**src/rtl/powlib_sfifo_sync.sv**
```systemverilog
// rtl/powlib_sfifo_sync.sv - single-clock first-word-fall-through FIFO with nearly-full flag and synchronized flush
//
// Ports:
//   clk       rising-edge clock for all state
//   rst       synchronous active-high reset (also clears the flush synchronizer)
//   flushreq  asynchronous flush request, synchronized through SS flops
//   wrdata    write data (W bits)
//   wrvld     write data valid
//   wrrdy     FIFO can accept a word
//   wrnf      nearly full: occupancy >= D-NFS-1
//   rddata    head-of-FIFO data (combinational RAM read)
//   rdvld     head data valid (FIFO not empty)
//   rdrdy     consumer ready

module powlib_sfifo_sync #(
    parameter int W   = 16,
    parameter int D   = 8,
    parameter int NFS = 0,
    parameter int SS  = 2
) (
    input  logic         clk,
    input  logic         rst,
    input  logic         flushreq,
    input  logic [W-1:0] wrdata,
    input  logic         wrvld,
    output logic         wrrdy,
    output logic         wrnf,
    output logic [W-1:0] rddata,
    output logic         rdvld,
    input  logic         rdrdy
);

    localparam int WPTR = (D > 1) ? $clog2(D) : 1;
    localparam int NFT  = D - NFS - 1;
    localparam logic [WPTR-1:0] PTR_LAST = WPTR'(D - 1);
    localparam logic [WPTR-1:0] NFT_V    = WPTR'(NFT);

    generate
        if ((NFS + 1 > D) || (D < 2) || (SS < 2)) begin : g_bad_params
            $fatal(1, "%m: illegal parameters W=%0d D=%0d NFS=%0d SS=%0d", W, D, NFS, SS);
        end
    endgenerate

    // Pointers wrap at D rather than 2^WPTR so non-power-of-2 depths work.
    function automatic logic [WPTR-1:0] ptr_next(input logic [WPTR-1:0] p);
        return (p == PTR_LAST) ? '0 : p + WPTR'(1);
    endfunction

    logic [WPTR-1:0] wrptr;
    logic [WPTR-1:0] rdptr;
    logic [WPTR-1:0] rdptrm1;
    logic [WPTR-1:0] amt;
    logic [SS-1:0]   sync_q;
    logic            flushs;
    logic            wrinc;
    logic            rdinc;
    logic [W-1:0]    mem [D];

    // ---------------- flush synchronizer ----------------
    always_ff @(posedge clk) begin
        if (rst) begin
            sync_q <= '0;
        end else begin
            sync_q <= {sync_q[SS-2:0], flushreq};
        end
    end

    assign flushs = sync_q[SS-1];

    // ---------------- handshakes ----------------
    // rdptrm1 trails rdptr by one slot, so wrptr catching it means D-1 words
    // are held; one slot is always sacrificed to tell full from empty.
    assign wrrdy = (wrptr != rdptrm1);
    assign rdvld = (rdptr != wrptr);
    assign wrinc = wrvld & wrrdy;
    assign rdinc = rdvld & rdrdy;
    assign wrnf  = (amt >= NFT_V);

    // ---------------- pointers and occupancy ----------------
    always_ff @(posedge clk) begin
        if (rst || flushs) begin
            wrptr   <= '0;
            rdptr   <= '0;
            rdptrm1 <= PTR_LAST;
            amt     <= '0;
        end else begin
            if (wrinc) begin
                wrptr <= ptr_next(wrptr);
            end
            if (rdinc) begin
                rdptr   <= ptr_next(rdptr);
                rdptrm1 <= rdptr;
            end
            if (wrinc && !rdinc) begin
                amt <= amt + WPTR'(1);
            end else if (rdinc && !wrinc) begin
                amt <= amt + '1;
            end
        end
    end

    // ---------------- storage ----------------
    // Contents are never reset; rddata is meaningless while rdvld is low.
    always_ff @(posedge clk) begin
        if (wrinc) begin
            mem[wrptr] <= wrdata;
        end
    end

    assign rddata = mem[rdptr];

endmodule

```
**config.mk**
```make
export PLATFORM = sky130hd
export DESIGN_NAME = powlib_sfifo_sync
export DESIGN_NICKNAME = d
export VERILOG_FILES = /design/src/rtl/powlib_sfifo_sync.sv
export SDC_FILE = /design/constraint.sdc
export NUM_CORES = 1
export LEC_CHECK = 0
export ABC_AREA = 1
export CAP_MARGIN = 0
export CORE_MARGIN = 4
export CORE_UTILIZATION = 60
export CTS_BUF_LIST = sky130_fd_sc_hd__clkbuf_8
export CTS_CLUSTER_DIAMETER = 100
export DETAILED_ROUTE_END_ITERATION = 12
export PLACE_DENSITY = 0.91
export SETUP_SLACK_MARGIN = 0.1
export SYNTH_ARGS = -nofsm -noshare
export SYNTH_HDL_FRONTEND = slang
export SYNTH_SLANG_ARGS = --single-unit
export TNS_END_PERCENT = 10
```
**constraint.sdc**
```tcl
create_clock -name clk -period 2.3 [get_ports clk]
set_input_delay 0.46 -clock clk [delete_from_list [all_inputs] [get_ports clk]]
set_output_delay 0.46 -clock clk [all_outputs]
set_load 0.03 [all_outputs]
```
Figure 1. Placed cells, one color a class.
Scale bar: 20 um.
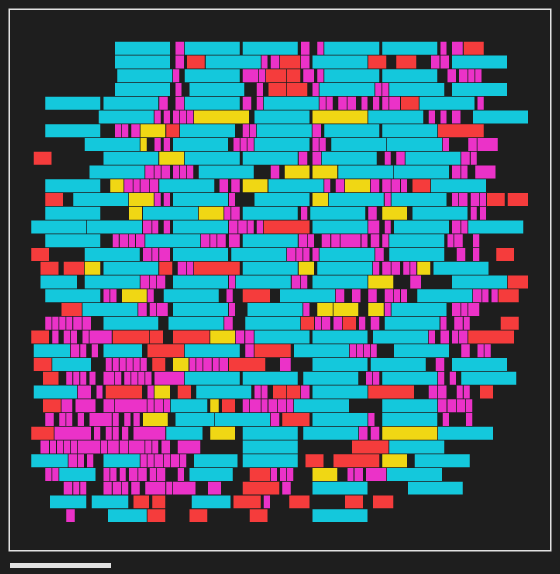
legend:
  magenta:
    class: combinational and other logic
    cells: 345
    share_of_their_area: 23%
  cyan:
    class: sequential cells
    cells: 145
    share_of_their_area: 59%
  yellow:
    class: clock drivers and dummy loads
    cells: 32
    share_of_their_area: 5.9%
  red:
    class: remaining buffers and delay cells
    cells: 66
    share_of_their_area: 12%
Seq area share: 58.0%
row count: 35
core area: 9370 um^2
Util after Layout: 77.3%
finished layout cell area: 7250 um^2

Figure 2. Clock wires, drivers and flops.
Scale bar: 20 um.
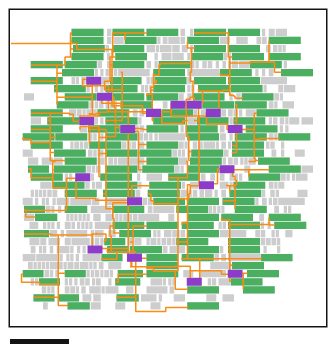
legend:
  orange:
    item: clock wires
    length: 1,520 um
  purple:
    item: clock drivers
    count: 17
  green:
    item: flip-flops
    count: 145
routed clock nets: 18
flops lie: widely spread
Final Skew: 0.0107 ns
Clock group: 2090 uW

Figure 3. PDN straps and rails.
Pins as bars on the die edge. Tap cells in gray.
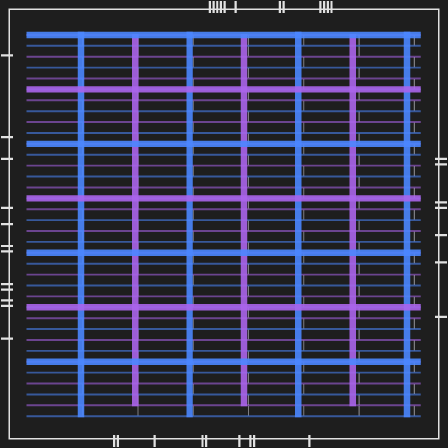
legend:
  blue:
    net: VSS
  purple:
    net: VDD
tap cells: 129
met4 straps: 7
signal pins: 40
rows: 35
DIE WIDTH: 107 um
Die H: 107 um
Max VDD drop: 0.000557 V

==> results.sh <==
# implementation run metrics
export IMPL_htree_levels=4
export IMPL_antenna_found_initial=0
export IMPL_gr_usage_all_layers_pct=23.2
export IMPL_p_leak_uw=0.00265
export IMPL_worst_slew_pin_slew_ns=0.477
export IMPL_fin_setup_tns_ns=-0.269
export IMPL_worst_setup_path_endpoint="rddata[5]"
export IMPL_fp_util_pct=62.6
export IMPL_crit_path_start_kind="register"
export IMPL_violations="negative setup slack"
export IMPL_fin_ws_ns=-0.0617
export IMPL_gr_usage_met2_pct=40.4
export IMPL_crit_chain="inv_4, buf_8, nor2_1, o21ai_0, nand2_1, nand2_1, buf_4"
export IMPL_highest_layer="met4"
export IMPL_wirelength_met1_mm=5.31
export IMPL_placed_area_um2=6450
export IMPL_dieArea_um2=11400
export IMPL_drtPass1Iterations=6
export IMPL_r2r_setup_slack_ns=0.31
export IMPL_wl_met3_mm=1.72
export IMPL_cts_setup_buffers=0
export IMPL_grt_pass1_vias=4137
export IMPL_top_usage_layer="met2"
export IMPL_min_to="sync_q[1]"
export IMPL_syn_inst=513
export IMPL_gp_congestion=0.817
export IMPL_hpwl_mm=7.23
export IMPL_fmax_ghz=0.423
export IMPL_r2r_end="amt[2]"
export IMPL_grt_overflow=0
export IMPL_viasPerCell=6.10
export IMPL_cp_end_kind="output port"
export IMPL_path_class="reg -> out"
export IMPL_whs_path_depth=2
export IMPL_grtUsageMet1_pct=28.4
export IMPL_reg2reg_from="rdptr[0]"
export IMPL_status="finished, violations left"
export IMPL_root_buffer="clkbuf_8"
export IMPL_grt_pass1_wl_mm=20.3
export IMPL_rsz0062_at_grt="yes"
export IMPL_yosysChipArea_um2=5860
export IMPL_avgRoutedWirePerCell_um=22.0
export IMPL_cts_repair_resize_count=6
export IMPL_synth_warning_count=0
export IMPL_required_ns=1.84
export IMPL_finalSetupViolations=6
export IMPL_area_delta_synth_final_pct=23.6
export IMPL_drt_initial_drc_count=517
export IMPL_drv_cap=0
export IMPL_diodes=0
export IMPL_cts_buffer_depth=2
export IMPL_grt_max_degree=65
export IMPL_via_count=4377
export IMPL_grtUsageMet3_pct=5.06
export IMPL_fin_crit_ns=2.36
export IMPL_warnings=28
export IMPL_final_hold_viol_count=0
export IMPL_syn_area_um2=5860
export IMPL_slowest_stage="dfxtp_4"
export IMPL_io_buffers=39
export IMPL_crit_cells=7
Figure 4. Selected gate families.
Scale bar: 20 um.
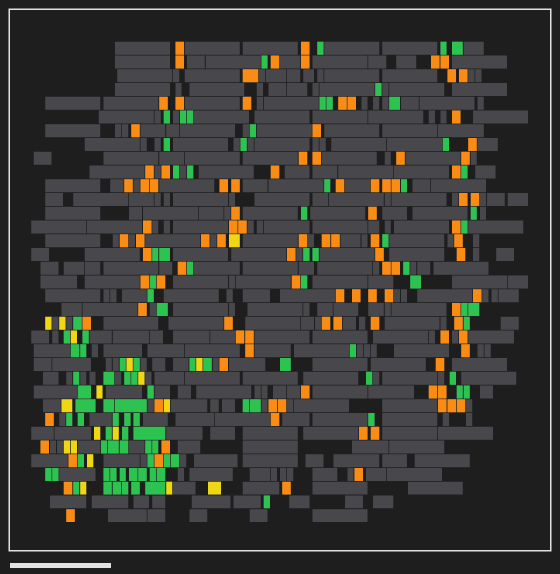
legend:
  yellow:
    family: inv cells
    cells: 18
  green:
    family: nand cells
    cells: 98
    where: widely spread
  orange:
    family: aoi and oai cells
    cells: 105
Layout Cells excl Fill: 717
Comb area share: 21.6%
most frequent logic cell in the layout: edfxtp_1

Figure 5. Clock nets.
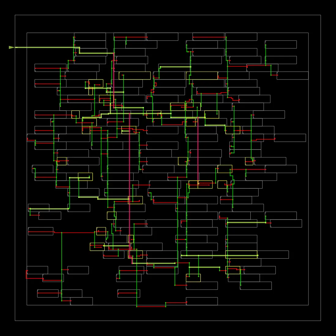
Latency at later pin: 0.43 ns
CTS Buf Count: 17

through the flow:
| step | std cells | total power, uW |
|---|---|---|
| final | 717 | 6120 |
| after floorplan | 513 | 3560 |
| after detailed placement | 674 | 3850 |
| after global routing | 717 | 6310 |
| after global placement | 674 | 3800 |
| after CTS | 706 | 5860 |
worst register-to-register path, stage by stage, from the launching register on:
cell	delay, ns
dfxtp_1	0.44
nand2_1	0.08
nand2_1	0.11
nand3_4	0.14
nand2_4	0.13
ha_1	0.15
inv_1	0.07
fa_1	0.38
nor2_1	0.11
nor2_1	0.05
nand2_1	0.07
o21ai_0	0.08
a21oi_1	0.13
synth_stat cells:
cell / number
buf_4: 5
a21oi_1: 7
dfxtp_1: 17
inv_4: 1
nand2_2: 3
inv_1: 14
fa_1: 1
inv_2: 3
ha_1: 5
clkbuf_1: 11
buf_2: 4
edfxtp_1: 128
clkbuf_2: 3
nand3_1: 11
xnor2_1: 2
o21ai_1: 14
nand3_4: 2
nand3b_1: 1
nor2_1: 116
o21ai_0: 84
nand2_1: 79
nand2_4: 2
area by class of cell:
type,count,area [um^2]
clock inverter,15,183
sequential,145,4200
tap,129,161
clock buffer,17,234
fill,549,2120
multi-input combinational,327,1560
inverter,18,76.3
timing repair buffer,66,830
flip-flops by register name, indices dropped and copies added (netlist names), named ones only:
name,count
rdptr,3
amt,3
mem,128
sync_q,2
rdptrm1,3
wrptr,3
logic make-up after synthesis:
group,share of synthesized area (%)
flip-flops,71.3
adder cells (fa/ha/maj),1.41
AND/OR/NAND/NOR,14.8
buffers and inverters,3.14
XOR/XNOR,0.299
AND-OR/OR-AND,8.96
report_power, final:
group          internal (uW)  switching [uW]
Sequential              2960            60.7
Clock                   1080            1000
Combinational            391             617
Total                   4430            1680
Power figures rest on the tool's default switching activity, not on a simulated workload.
